--- src/rtl/boot_pkg.sv ---
// Shared definitions for the boot loader: FSM state encoding and stream framing constants.
package boot_pkg;

   // Loader FSM states; StHdr0 is the reset state.
   typedef enum logic [2:0] {
      StHdr0,
      StHdr1,
      StData,
      StFin,
      StRun,
      StError
   } boot_state_e;

   // Header is a 16-bit little-endian word count, one byte per header state.
   localparam int unsigned HdrBytes     = 2;
   localparam int unsigned BytesPerWord = 4;

   // States in which the loader is consuming the stream.
   function automatic logic takes_bytes(boot_state_e s);
      return (s == StHdr0) || (s == StHdr1) || (s == StData);
   endfunction

   // States in which a load is in progress (includes the final write cycle).
   function automatic logic is_busy(boot_state_e s);
      return takes_bytes(s) || (s == StFin);
   endfunction

endpackage

--- src/rtl/boot_ctrl_if.sv ---
// Bundle of the loader byte stream, reload request and instruction-memory write port.
//   master : stream/host side (drives rx_valid, rx_data, boot_req)
//   slave  : boot_ctrl side (drives rx_ready, imem_*, core_reset, busy, error, words_loaded)
interface boot_ctrl_if;
   logic        rx_valid;
   logic [7:0]  rx_data;
   logic        rx_ready;
   logic        boot_req;
   logic        imem_we;
   logic [31:0] imem_addr;
   logic [31:0] imem_wdata;
   logic        core_reset;
   logic        busy;
   logic        error;
   logic [15:0] words_loaded;

   modport master (
      output rx_valid, rx_data, boot_req,
      input  rx_ready, imem_we, imem_addr, imem_wdata, core_reset, busy, error, words_loaded
   );

   modport slave (
      input  rx_valid, rx_data, boot_req,
      output rx_ready, imem_we, imem_addr, imem_wdata, core_reset, busy, error, words_loaded
   );
endinterface

--- src/rtl/byte_packer.sv ---
// Assembles little-endian 32-bit words from a byte stream.
//   clk, reset : clock and async active-low reset
//   clear_i    : synchronous clear of byte index and shift register
//   valid_i    : a byte is accepted this cycle
//   byte_i     : accepted byte
//   word_o     : assembled word, valid together with done_o
//   done_o     : combinational pulse when the 4th byte of a word is accepted
module byte_packer
   import boot_pkg::*;
(
   input  logic        clk,
   input  logic        reset,
   input  logic        clear_i,
   input  logic        valid_i,
   input  logic [7:0]  byte_i,
   output logic [31:0] word_o,
   output logic        done_o
);

   localparam logic [1:0] LastIdx = 2'(BytesPerWord - 1);

   logic [1:0]  idx_q;
   logic [31:0] shift_q;

   // Bytes enter at the top and shift down, so the first byte ends up in bits 7:0.
   assign word_o = {byte_i, shift_q[31:8]};
   assign done_o = valid_i && (idx_q == LastIdx);

   always_ff @(posedge clk or negedge reset) begin
      if (!reset) begin
         idx_q   <= '0;
         shift_q <= '0;
      end else if (clear_i) begin
         idx_q   <= '0;
         shift_q <= '0;
      end else if (valid_i) begin
         idx_q   <= idx_q + 2'd1;  // wraps 3 -> 0
         shift_q <= word_o;
      end
   end

endmodule

--- src/rtl/boot_ctrl.sv ---
// Boot loader: receives a word-count header and program words over a byte stream, writes
// them into instruction memory, then releases the CPU core from reset.
//   clk, reset : clock and async active-low reset
//   bus        : boot_ctrl_if.slave (stream in, imem write port, status out)
module boot_ctrl
   import boot_pkg::*;
#(
   parameter int unsigned IMEM_WORDS = 64
) (
   input  logic  clk,
   input  logic  reset,
   boot_ctrl_if.slave bus
);

   localparam logic [16:0] MaxWords = 17'(IMEM_WORDS);

   boot_state_e state_q, state_d;
   logic [15:0] n_q, n_d;
   logic [15:0] words_q;
   logic        imem_we_q;
   logic [31:0] addr_q;
   logic [31:0] wdata_q;
   logic        rx_ready_q;
   logic        busy_q;
   logic        error_q;
   logic        core_reset_q;

   logic        byte_acc;
   logic        restart;
   logic        word_done;
   logic [31:0] word;
   logic [15:0] n_full;

   assign byte_acc = bus.rx_valid && rx_ready_q;
   assign restart  = bus.boot_req && ((state_q == StRun) || (state_q == StError));
   assign n_full   = {bus.rx_data, n_q[7:0]};

   byte_packer u_packer (
      .clk     (clk),
      .reset   (reset),
      .clear_i (restart),
      .valid_i (byte_acc && (state_q == StData)),
      .byte_i  (bus.rx_data),
      .word_o  (word),
      .done_o  (word_done)
   );

   always_comb begin
      state_d = state_q;
      n_d     = n_q;
      unique case (state_q)
         StHdr0: begin
            if (byte_acc) begin
               n_d     = {8'h00, bus.rx_data};
               state_d = StHdr1;
            end
         end
         StHdr1: begin
            if (byte_acc) begin
               n_d = n_full;
               if ((n_full == 16'd0) || ({1'b0, n_full} > MaxWords)) begin
                  state_d = StError;
               end else begin
                  state_d = StData;
               end
            end
         end
         StData: begin
            // words_q still holds the index of the word being completed here
            if (word_done && (words_q == n_q - 16'd1)) begin
               state_d = StFin;
            end
         end
         StFin: state_d = StRun;
         StRun, StError: begin
            if (bus.boot_req) begin
               state_d = StHdr0;
               n_d     = '0;
            end
         end
         default: state_d = StHdr0;
      endcase
   end

   always_ff @(posedge clk or negedge reset) begin
      if (!reset) begin
         state_q      <= StHdr0;
         n_q          <= '0;
         words_q      <= '0;
         imem_we_q    <= 1'b0;
         addr_q       <= '0;
         wdata_q      <= '0;
         rx_ready_q   <= 1'b1;
         busy_q       <= 1'b1;
         error_q      <= 1'b0;
         core_reset_q <= 1'b1;
      end else begin
         state_q   <= state_d;
         n_q       <= n_d;
         imem_we_q <= word_done;
         if (restart) begin
            words_q <= '0;
         end else if (word_done) begin
            // word count doubles as the write index; N <= IMEM_WORDS so it never wraps
            words_q <= words_q + 16'd1;
            addr_q  <= {14'b0, words_q, 2'b00};
            wdata_q <= word;
         end
         // Status flags are registered from the next state so they align with state_q.
         rx_ready_q   <= takes_bytes(state_d);
         busy_q       <= is_busy(state_d);
         error_q      <= (state_d == StError);
         core_reset_q <= (state_d != StRun);
      end
   end

   assign bus.rx_ready     = rx_ready_q;
   assign bus.imem_we      = imem_we_q;
   assign bus.imem_addr    = addr_q;
   assign bus.imem_wdata   = wdata_q;
   assign bus.core_reset   = core_reset_q;
   assign bus.busy         = busy_q;
   assign bus.error        = error_q;
   assign bus.words_loaded = words_q;

endmodule

--- src/flat_wrapper.sv ---
// flat-port wrapper written by rule: the top's interface ports become plain ports
module boot_ctrl_flat import boot_pkg::*;
#(
   parameter int unsigned IMEM_WORDS = 64
)
  (clk, reset, bus_rx_valid, bus_rx_data, bus_boot_req, bus_rx_ready, bus_imem_we, bus_imem_addr, bus_imem_wdata, bus_core_reset, bus_busy, bus_error, bus_words_loaded);
  boot_ctrl_if bus_i ();
  input  logic clk;
  input  logic reset;
  input wire logic [$bits(bus_i.rx_valid)-1:0] bus_rx_valid;
  input wire logic [$bits(bus_i.rx_data)-1:0] bus_rx_data;
  input wire logic [$bits(bus_i.boot_req)-1:0] bus_boot_req;
  output wire logic [$bits(bus_i.rx_ready)-1:0] bus_rx_ready;
  output wire logic [$bits(bus_i.imem_we)-1:0] bus_imem_we;
  output wire logic [$bits(bus_i.imem_addr)-1:0] bus_imem_addr;
  output wire logic [$bits(bus_i.imem_wdata)-1:0] bus_imem_wdata;
  output wire logic [$bits(bus_i.core_reset)-1:0] bus_core_reset;
  output wire logic [$bits(bus_i.busy)-1:0] bus_busy;
  output wire logic [$bits(bus_i.error)-1:0] bus_error;
  output wire logic [$bits(bus_i.words_loaded)-1:0] bus_words_loaded;
  assign bus_i.rx_valid = bus_rx_valid;
  assign bus_i.rx_data = bus_rx_data;
  assign bus_i.boot_req = bus_boot_req;
  assign bus_rx_ready = bus_i.rx_ready;
  assign bus_imem_we = bus_i.imem_we;
  assign bus_imem_addr = bus_i.imem_addr;
  assign bus_imem_wdata = bus_i.imem_wdata;
  assign bus_core_reset = bus_i.core_reset;
  assign bus_busy = bus_i.busy;
  assign bus_error = bus_i.error;
  assign bus_words_loaded = bus_i.words_loaded;
  boot_ctrl #(.IMEM_WORDS(IMEM_WORDS)) u_core (.clk(clk), .reset(reset), .bus(bus_i));
endmodule
--- config.mk ---
export PLATFORM = sky130hd
export DESIGN_NAME = boot_ctrl_flat
export DESIGN_NICKNAME = d
export VERILOG_FILES = /design/src/rtl/boot_pkg.sv /design/src/rtl/boot_ctrl_if.sv /design/src/rtl/byte_packer.sv /design/src/rtl/boot_ctrl.sv /design/src/flat_wrapper.sv
export SDC_FILE = /design/constraint.sdc
export NUM_CORES = 1
export LEC_CHECK = 0
export CORE_ASPECT_RATIO = 2
export CORE_MARGIN = 3
export CORE_UTILIZATION = 52
export DETAILED_ROUTE_END_ITERATION = 10
export PLACE_DENSITY = 0.87
export SLEW_MARGIN = 25
export SYNTH_ARGS = -nofsm -noshare
export SYNTH_HDL_FRONTEND = slang
export SYNTH_SLANG_ARGS = --single-unit
--- constraint.sdc ---
create_clock -name clk -period 2.8 [get_ports clk]
set_clock_uncertainty 0.1 [all_clocks]
set_input_delay 0.42 -clock clk [delete_from_list [all_inputs] [get_ports clk]]
set_output_delay 0.42 -clock clk [all_outputs]
set_load 0.01 [all_outputs]
Fig. 1: cells coloured by class
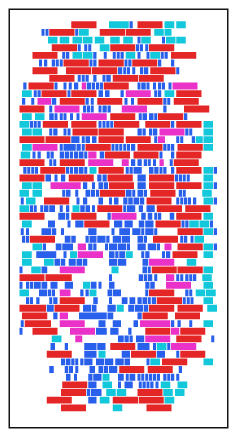
Red shows flip-flops, cells 114, share of their area 43%. Blue shows all other logic, cells 449, share of their area 34%. Cyan shows other buffers and delay cells, cells 93, share of their area 14%. Magenta shows clock drivers and dummy loads, cells 32, share of their area 9.0%.
Placement Rows: 51
core area: 9763 µm²
design area: 6744 µm²

==> impl_metrics.yaml <==
# flow metrics
run_status:
  status: "completed"
pwr:
  power_leader: "sequential cells"
  switchingPower_w: 0.001696
  powerSeq_w: 0.00221
yosys:
  most_common_cell: "nand2_1"
  synth-xor-area-share_pct: 5.677
  yosysTopAreaCell: "dfrtp_1"
  ys_chip_area_um2: 5245
  ys_types: 50
  yosys_warnings: 0
  adder_share_pct: 0.7156
  ys_async_sr_fraction_pct: 100.0
  synthSimpleGateAreaFrac_pct: 25.17
drt:
  via_count: 4402
  highest_layer: "met4"
  drt-initial-drc-count: 331
clock_tree:
  cts_tree: "done"
  cts_root_buf: "clkbuf_16"
  postCtsHoldBufs: 1
  clockBufferDepth: 2
  numCtsBuffers: 17
  postCtsSetupRepairBufs: 0
  cts.sinks: 114
  ctsResizeCount: 0
timing:
  slew_headroom_pct: 45.25
  period_needed_ns: 2.454
  finalCritPeriodShare_pct: 87.65
  rsz0062_at_grt: "false"
worst_setup_path:
  crit_family: "simple AND/OR/NAND/NOR gates"
  endpoint_kind: "register"
  cpMostUsedCell: "or4_4"
  path_max_fanout: 6
  max_stage_delay_ns: 0.56
  reg2reg_slack_ns: 0.35
  r2r_cells: 5
layout:
  seq_cells: 114
  final_cell_mix: "220 x nand2_1, 111 x dfrtp_1, 79 x clkdlybuf4s50_1"
  area_growth_pct: 28.58
  inverters: 14
hold_path:
  hold_class: "reg2reg"
grt:
  grt_use_met1_pct: 27.60
  grt_pass1_wl_um: 22080
  grt_pass1_vias: 4469
place:
  post-place-cells: 787
die:
  fp.dieH_um: 148.0
  io_pins: 97
job:
  warnings: 26
Fig. 2: clock distribution
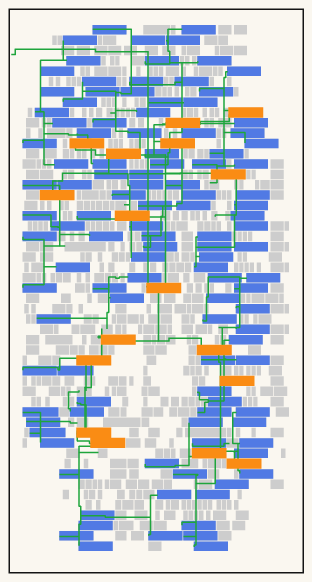
Orange shows cells driving clock nets, count 17. Blue shows flip-flops, count 114. Green shows clock wires, length 1410 µm.
Position of the flops: spread over the die. There are 18 routed clock nets.
clk latency late pin: 0.41 ns
Clock power frac: 37.6%
Clk. pwr: 0.00213 W

Power figures rest on the tool's default switching activity, not on a simulated workload.
